--- config.mk ---
export PLATFORM = sky130hd
export DESIGN_NAME = mb_luma_rd_sched
export DESIGN_NICKNAME = d
export VERILOG_FILES = /design/src/rtl/mb_luma_rd_sched.sv
export SDC_FILE = /design/constraint.sdc
export NUM_CORES = 1
export LEC_CHECK = 0
export CORE_UTILIZATION = 35
export CTS_CLUSTER_SIZE = 24
export DETAILED_ROUTE_END_ITERATION = 8
export PLACE_DENSITY_LB_ADDON = 0.15
export SKIP_LAST_GASP = 1
export SYNTH_ARGS = -nofsm -noshare
export SYNTH_HDL_FRONTEND = slang
export SYNTH_SLANG_ARGS = --single-unit
--- constraint.sdc ---
create_clock -name clk -period 3.1 [get_ports clk]
set_clock_uncertainty 0.15 [all_clocks]
set_input_delay 0.62 -clock clk [delete_from_list [all_inputs] [get_ports clk]]
set_output_delay 0.62 -clock clk [all_outputs]
set_load 0.01 [all_outputs]
--- src/rtl/mb_luma_rd_sched.sv ---
`default_nettype none
// +----------------------------------------------------------------------------+
// | mb_luma_rd_sched : issues the 64 word reads of one 16x16 luma MB in raster  |
// | order with bounded outstanding reads; forwards in-order data.  Rev 1.0      |
// +----------------------------------------------------------------------------+
module mb_luma_rd_sched #(
   parameter int ADDR_W   = 32,
   parameter int MAX_OUTS = 4
) (
   input  logic              clk,
   input  logic              rst_n,
   input  logic              h264_reset,
   input  logic [ADDR_W-1:0] frame_base_i,
   input  logic [11:0]       frame_width_i,
   input  logic              fetch_req_i,
   input  logic [5:0]        mb_x_i,
   input  logic [5:0]        mb_y_i,
   output logic              rd_req_o,
   output logic [ADDR_W-1:0] rd_addr_o,
   input  logic              rd_gnt_i,
   input  logic [31:0]       rd_rdata_i,
   input  logic              rd_rvalid_i,
   output logic [31:0]       data_word_o,
   output logic              data_valid_o,
   output logic              busy_o,
   output logic              mb_done_o,
   output logic              err_o
);

   localparam logic [6:0] C_WORDS    = 7'd64;
   localparam logic [3:0] C_MAX_OUTS = 4'(MAX_OUTS);

   typedef enum logic [2:0] {
      S_IDLE  = 3'd0,
      S_CALC  = 3'd1,
      S_ISSUE = 3'd2,
      S_DRAIN = 3'd3,
      S_FLUSH = 3'd4
   } state_t;

   state_t            state_q, state_d;
   logic [6:0]        issued_q, issued_d;
   logic [6:0]        ret_q, ret_d;
   logic [3:0]        outs_q, outs_d;
   logic [ADDR_W-1:0] row_q, row_d;
   logic              done_q, done_d;
   logic              err_q, err_d;

   logic              grant;
   logic              ret_hit;
   logic [ADDR_W-1:0] mb_base;

   assign mb_base = frame_base_i
                  + ((ADDR_W'(mb_y_i) * ADDR_W'(frame_width_i)) << 4)
                  + (ADDR_W'(mb_x_i) << 4);

   // Request and forward are masked during the soft-reset cycle so nothing is granted or delivered.
   assign rd_req_o     = !h264_reset && (state_q == S_ISSUE) && (issued_q < C_WORDS)
                       && (outs_q < C_MAX_OUTS);
   assign rd_addr_o    = row_q + ADDR_W'({issued_q[1:0], 2'b00});
   assign grant        = rd_req_o && rd_gnt_i;
   assign ret_hit      = rd_rvalid_i && (outs_q != 4'd0);
   assign data_valid_o = ret_hit && !h264_reset && ((state_q == S_ISSUE) || (state_q == S_DRAIN));
   assign data_word_o  = rd_rdata_i;
   assign busy_o       = (state_q != S_IDLE);
   assign mb_done_o    = done_q;
   assign err_o        = err_q;

   always_comb begin
      state_d  = state_q;
      issued_d = issued_q;
      ret_d    = ret_q;
      row_d    = row_q;
      done_d   = 1'b0;
      err_d    = err_q | (rd_rvalid_i && (outs_q == 4'd0));
      outs_d   = outs_q + 4'(grant) - 4'(ret_hit);

      if (h264_reset) begin
         issued_d = '0;
         ret_d    = '0;
         row_d    = '0;
         outs_d   = outs_q - 4'(ret_hit);
         state_d  = (outs_q != 4'd0) ? S_FLUSH : S_IDLE;
      end else begin
         case (state_q)
            S_IDLE: begin
               if (fetch_req_i) state_d = S_CALC;
            end
            S_CALC: begin
               row_d    = mb_base;
               issued_d = '0;
               ret_d    = '0;
               state_d  = S_ISSUE;
            end
            S_ISSUE: begin
               if (grant) begin
                  issued_d = issued_q + 7'd1;
                  if (issued_q[1:0] == 2'd3) row_d = row_q + ADDR_W'(frame_width_i);
                  if (issued_q == C_WORDS - 7'd1) state_d = S_DRAIN;
               end
               if (data_valid_o) ret_d = ret_q + 7'd1;
            end
            S_DRAIN: begin
               if (data_valid_o) begin
                  ret_d = ret_q + 7'd1;
                  if (ret_q == C_WORDS - 7'd1) begin
                     state_d = S_IDLE;
                     done_d  = 1'b1;
                  end
               end
            end
            S_FLUSH: begin
               if (outs_d == 4'd0) state_d = S_IDLE;
            end
            default: state_d = S_IDLE;
         endcase
      end
   end

   always_ff @(posedge clk or negedge rst_n) begin
      if (!rst_n) begin
         state_q  <= S_IDLE;
         issued_q <= '0;
         ret_q    <= '0;
         outs_q   <= '0;
         row_q    <= '0;
         done_q   <= 1'b0;
         err_q    <= 1'b0;
      end else begin
         state_q  <= state_d;
         issued_q <= issued_d;
         ret_q    <= ret_d;
         outs_q   <= outs_d;
         row_q    <= row_d;
         done_q   <= done_d;
         err_q    <= err_d;
      end
   end

endmodule
`default_nettype wire

==> out/results.ini, run 1 <==
[job]
warnings=30

[clocking]
clk_pin_slew_ns=0.08
holdBufCountCts=0
insertion_delay_ns=0.31
cts_root_buffer=clkbuf_16
cts_tree=built
cts_max_path_buffers=2
cts.sinks=55

[synth]
syn_nets=1211
edf_count=0
synth_area_um2=8050
avgSynthCellArea_um2=8.16
yosys_warnings=0
seq_area_frac_synth_pct=17.1
synthDistinctLibCells=70
yosys-stat-cells=986
synth-async-reset-ratio_pct=100
synth-seq-cells=55

[layout]
area_growth_pct=47.5
final_common_cell=buf_4
lay_top_cells=buf_4 (198), inv_1 (101), nand2_1 (61)
antennaDiodeCount=0
num-nets-final=1474
drive_gt1_share_pct=35.4

[global_routing]
antenna_found_initial=0
grt_pass1_wl_um=40300
grtUsageTotal_pct=21.3
overflow=0
first_global_vias=8114

[sta]
setup_ws_ns=-2.64
tightest_slew_ns=0.461
setup_viol_count_final=27
maxSlewHeadroom_pct=69.0
finalCritPeriodShare_pct=185
fmax_mhz=174
final_hold_viol_count=0
layout_min_cycle_time_ns=5.74
rsz0062_at_grt=yes

[outcome]
violations=negative setup slack
status=complete, but fails checks

[place]
preCtsSetupSlack_ns=-3.48
port_buffers=98
place_hpwl_um=19200
place.gp.congestion=0.922

[pwr]
ir_drop_mv=0.793
cellLeakagePower_nw=5.65
powerDensity_nw_per_um2=923

[route]
first_pass_iters=5
drt_iter0_drc=314
viasPerCell=5.09
wl_per_cell_um=15.9

[critical_path]
setup.worst_path.end_class=flop
cp.required_ns=3.14
r2r_start=row_q[2]
startpoint=mb_y_i[2]
crit_path_max_fanout=4
cpPeakStageDelay_ns=0.52
crit_type=in2reg
r2r-end=row_q[21]
reg2reg_setup_slack_ns=-0.06
crit_path_top_delay_cell=fa_1
rr_worst_depth=13

[die]
pin_count=163
die_h_um=154
fp-utilization_pct=35.7
die_x_um=154
dieArea_um2=23600

-- run 1: cells in the mapped netlist, drive strengths merged, types with 18 or more instances --
master,count,area (um^2)
a21o,18,135
a21oi,55,275
and2,64,400
and3,18,130
buf,43,302
clkbuf,26,98.8
dfrtp,55,1380
fa,51,1020
ha,80,1000
inv,112,420
nand2,72,270
nand3,31,168
nor2,55,209
nor3,19,95.1
o21ai,58,302
xnor2,52,455
xor2,26,228
-- run 1: flip-flops by register name (all words and copies together), names as in the netlist --
name	cells
err_o	1
mb_done_o	1
ret_q	7
state_q	3
row_q	32
outs_q	4
issued_q	7
-- run 1: worst max-delay path by stage --
stage	endpoint	cells after the start
after CTS	row_q[25]	26
after global routing	row_q[27]	28
final	row_q[29]	25
after floorplan	row_q[29]	25
after detailed placement	row_q[29]	24
after global placement	row_q[29]	25
-- run 1: repair_timing --
action / CTS / global route
resized: 231 / 108
pin swaps: 89 / 103
setup buffers: 20 / 15
endpoints found under the setup margin: 49 / 51
-- run 1: area by class of cell --
cell class                 instances  area, um^2
multi-input combinational        750        6820
clock buffer                       6         129
sequential                        55        1380
tap                              285         357
fill                            2120       10700
inverter                         112         420
clock inverter                     2        38.8
timing repair buffer             325        2730
-- run 1: metal layers --
metal / track usage (%) / share of wire [%]
met5: 0 / 0
met4: 4.14 / 1.2
met3: 3.10 / 4.4
met2: 38.3 / 49
met1: 26.9 / 45
-- run 1: logic make-up (layout without fill, tap and decap cells) --
kind of cell	count (synthesis)	in the layout	synth area share, %
AOI/OAI and AO/OA	230	230	18.7
xor gates and xnor gates	78	78	8.49
adders and majority gates	131	131	25.1
buffers and inverters	181	445	10.2
DFF	55	55	17.1
muxes	4	4	0.513
and+or+nand+nor	307	307	19.9
-- run 1: report_power, final --
part	switching (mW)	internal, mW
sequential	0.185	0.883
clock	0.281	0.385
combinational	4.36	4.85
total	4.83	6.12
-- run 1: metrics by stage --
stage	power [mW]	instance area (um^2)	util [%]	hold WS, ns	cells
5_1_grt	11.9	11900	52.6	0.0814	1535
2_1_floorplan	5.77	8390	-	0.174	986
4_1_cts	10.2	11400	50.6	0.0658	1523
3_3_place_gp	8.51	10700	47.6	0.290	1495
3_5_place_dp	8.54	10700	47.6	0.306	1495
6_report	10.9	11900	52.6	0.0557	1535
-- run 1: critical path, delay by kind of cell --
| family | cells | cell delay (ns) |
|---|---|---|
| AND-OR/OR-AND | 10 | 1.85 |
| XOR/XNOR | 2 | 0.32 |
| adder cells (fa/ha/maj) | 6 | 2.31 |
| buffers and inverters | 3 | 0.19 |
| AND/OR/NAND/NOR | 4 | 0.47 |
**Run 1: clock wires, drivers and flops**

The bar under the picture is 50 um long.
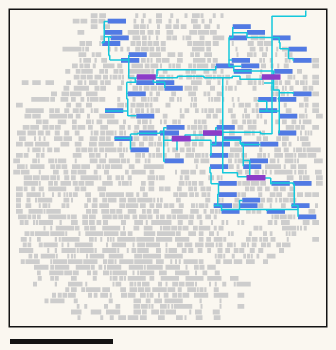
[clock drivers] purple | count: 5
[flip-flops] blue | count: 55
[clock wires] cyan | length: 822 um
routed clock nets	6

**Run 1: metal 3**

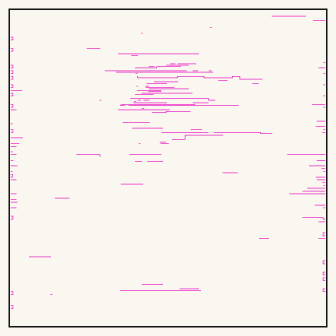
nets with wire on the layer	108
wire length on this layer	1070 um
longest straight run	53.4 um
share of all routed wire	4.4%
main direction	horizontal

**Run 1: placement view**

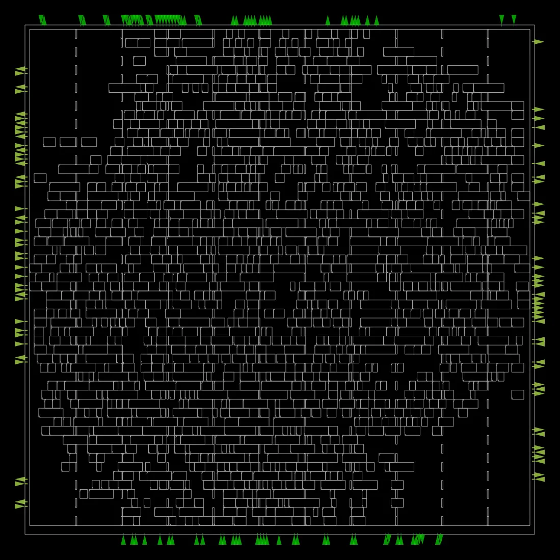
Core Util, Final: 52.6%
# rows: 55
Core Region: 22600 um^2
n_taps: 285
# fillers: 2120

==> inputs of run 2 (changes only) <==
--- a/config.mk
+++ b/config.mk
@@ -5,6 +5,7 @@
 export SDC_FILE = /design/constraint.sdc
 export NUM_CORES = 1
 export LEC_CHECK = 0
+export CORE_MARGIN = 1
 export CORE_UTILIZATION = 35
 export CTS_CLUSTER_SIZE = 24
 export DETAILED_ROUTE_END_ITERATION = 8
**Run 2: ports around the boundary**

Pins as bars across the die edge, other pins in gray.
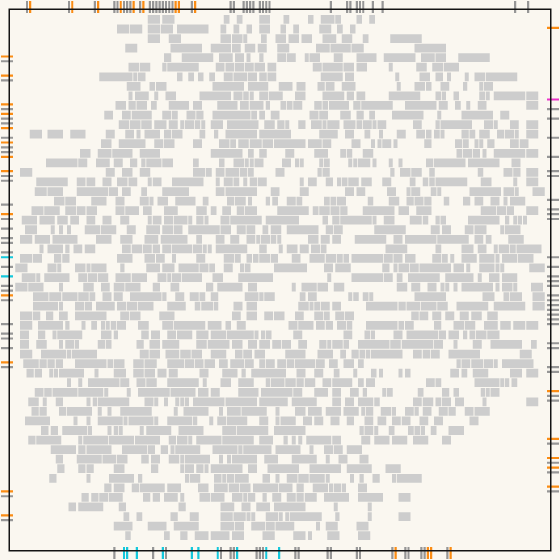
port	color	pins	direction	edge
data_word_o	orange	32	output	13 left, 9 top, 6 right, 4 bottom
data_valid_o	magenta	1	output	right
frame_width_i	cyan	12	input	10 bottom, 2 left
all pins by edge	47 top, 42 left, 39 right, 35 bottom
die height: 154 um
I/O Buffers: 98

==> out/results.ini, run 2 <==
[outcome]
status=complete, but fails checks
violations=negative setup slack

[layout]
area_growth_pct=47.5  ; unchanged
largest_register_ffs=32  ; unchanged
num-nets-final=1474  ; unchanged
reg_top3=row_q x32, issued_q x7, ret_q x7
regMostFlops=row_q
drive_gt1_share_pct=35.4  ; unchanged
final_common_cell=buf_4
lay_top_cells=buf_4 (198), inv_1 (101), nand2_1 (61)
antennaDiodeCount=0  ; unchanged

[sta]
setup_viol_count_final=27  ; unchanged
finalCritPeriodShare_pct=185  ; unchanged
tightest_slew_ns=0.461  ; unchanged
setup_ws_ns=-2.64  ; unchanged
fmax_mhz=174  ; unchanged
rsz0062_at_grt=yes
layout_min_cycle_time_ns=5.74  ; unchanged
maxSlewHeadroom_pct=69.0  ; unchanged

[route]
wl_per_cell_um=15.9  ; unchanged
vias=7815
viasPerCell=5.09  ; unchanged
drt_iter0_drc=314  ; unchanged

[place]
place_hpwl_um=19200  ; unchanged
place.gp.congestion=0.922  ; unchanged

[clocking]
cts_root_buffer=clkbuf_16
clk_pin_slew_ns=0.08  ; about the same
cts.sinks=55  ; unchanged
cts_max_path_buffers=2  ; unchanged
holdBufCountCts=0  ; unchanged
insertion_delay_ns=0.31  ; about the same
cts_tree=built

[die]
rows=55  ; unchanged
die_x_um=154  ; unchanged
pin_count=163  ; unchanged
dieArea_um2=23600  ; unchanged
fp-utilization_pct=35.7  ; unchanged
fp.coreArea_um2=22600  ; unchanged

[pwr]
ir_drop_mv=0.793  ; unchanged
power.internal_mw=6.12  ; unchanged
combPwrFrac_pct=84.2  ; about the same
cellLeakagePower_nw=5.65  ; unchanged
switching_share_pct=44.1  ; unchanged
p_switching_mw=4.83  ; unchanged
clkPwrFrac_pct=6.1  ; about the same

[synth]
top_cell_area_share_pct=17.1  ; unchanged
yosys_warnings=0  ; unchanged
synthDistinctLibCells=70  ; unchanged
top_cell=inv_1
ys_top_cells_by_count=inv_1 (111), ha_1 (80), nand2_1 (72)
seq_area_frac_synth_pct=17.1  ; unchanged
synth-seq-cells=55  ; unchanged
top_cells_by_area=dfrtp_1 (17%), fa_1 (13%), ha_1 (12%), xnor2_1 (5.7%), inv_1 (5.2%)
top_area_cell=dfrtp_1
yosys-stat-cells=986  ; unchanged
avgSynthCellArea_um2=8.16  ; unchanged
edf_count=0  ; unchanged
synth-async-reset-ratio_pct=100  ; unchanged
synth_area_um2=8050  ; unchanged

[global_routing]
antenna_found_initial=0  ; unchanged
first_global_vias=8114  ; unchanged
grtUsageTotal_pct=21.3  ; unchanged
grt_pass1_wl_um=40300  ; unchanged
overflow=0  ; unchanged

[critical_path]
crit_path_max_fanout=4  ; unchanged
crit_type=in2reg
setup.worst_path.end_class=flop
cp.required_ns=3.14  ; about the same

-- run 2: layer usage --
| metal | wire length [um] | share of wire (%) | GRT usage [%] | vias up |
|---|---|---|---|---|
| met5 | 0 | 0 | 0 | - |
| met4 | 299 | 1.2 | 4.14 | 0 |
| met3 | 1070 | 4.4 | 3.10 | 24 |
| met2 | 12000 | 49 | 38.3 | 166 |
| met1 | 11000 | 45 | 26.9 | 3757 |
| li1 | - | - | - | 3868 |
-- run 2: final cells by class --
class	instances	area [um^2]
well taps	285	357
repair buffers	325	2730
clock buffers	6	129
inverters	112	420
multi-input cells	750	6820
clock inverters	2	38.8
flip-flops and latches	55	1380
fillers	2120	10700
-- run 2: cells by family (layout without fill, tap and decap cells) --
kind of cell | count (synthesis) | count (layout) | synth area share (%)
xor gates and xnor gates | 78 | 78 | 8.49
adders and majority gates | 131 | 131 | 25.1
buffers and inverters | 181 | 445 | 10.2
AOI/OAI and AO/OA | 230 | 230 | 18.7
muxes | 4 | 4 | 0.513
DFF | 55 | 55 | 17.1
and+or+nand+nor | 307 | 307 | 19.9
-- run 2: critical path, stage by stage --
cell,delay (ns)
buf_8,0.10
and2_4,0.15
fa_1,0.52
inv_1,0.05
fa_1,0.45
fa_1,0.50
inv_2,0.04
ha_4,0.26
a21o_1,0.12
a21oi_2,0.06
nand2b_4,0.14
a211o_1,0.33
a31oi_2,0.21
a21o_1,0.15
a21oi_2,0.05
xor2_1,0.17
ha_1,0.34
ha_4,0.24
a21o_1,0.18
a21oi_2,0.18
nand2_1,0.09
a41oi_2,0.27
nor3b_2,0.09
xor2_1,0.15
a221o_1,0.30
-- run 2: path summary, 6_finish.rpt --
| check | start | slack (ns) | to | depth (start not counted) |
|---|---|---|---|---|
| worst max register to register | row_q[2] | -0.06 | row_q[21] | 13 |
| min in group clk | err_o | 0.32 | err_o | 1 |
| worst min-delay path | rst_n | 0.06 | row_q[1] | 1 |
| worst max-delay path | mb_y_i[2] | -2.64 | row_q[29] | 25 |
| max in group asynchronous | rst_n | 2.09 | row_q[17] | 2 |
| worst min register to register | err_o | 0.32 | err_o | 1 |
-- run 2: per-stage QoR --
| step | hold WS, ns | instances | TNS, ns | area [um^2] |
|---|---|---|---|---|
| floorplan | 0.174 | 986 | -51.29 | 8390 |
| global placement | 0.290 | 1495 | -76.82 | 10700 |
| detailed placement | 0.306 | 1495 | -77.31 | 10700 |
| CTS | 0.0658 | 1523 | -54.42 | 11400 |
| global route | 0.0814 | 1535 | -59.00 | 11900 |
| finish | 0.0557 | 1535 | -53.70 | 11900 |
-- run 2: power by group through the flow --
stage / sequential, mW / clock (mW) / combinational (mW)
after global routing: 1.09 / 0.707 / 10.1
after global placement: 1.07 / 0 / 7.43
after detailed placement: 1.07 / 0 / 7.47
after floorplan: 1.01 / 0 / 4.76
final: 1.07 / 0.666 / 9.22
after CTS: 1.06 / 0.682 / 8.45
-- run 2: repair_timing --
action | CTS | global route
setup buffers | 20 | 15
resized | 231 | 108
setup endpoints to repair | 49 | 51
pin swaps | 89 | 103
Power figures rest on the tool's default switching activity, not on a simulated workload.
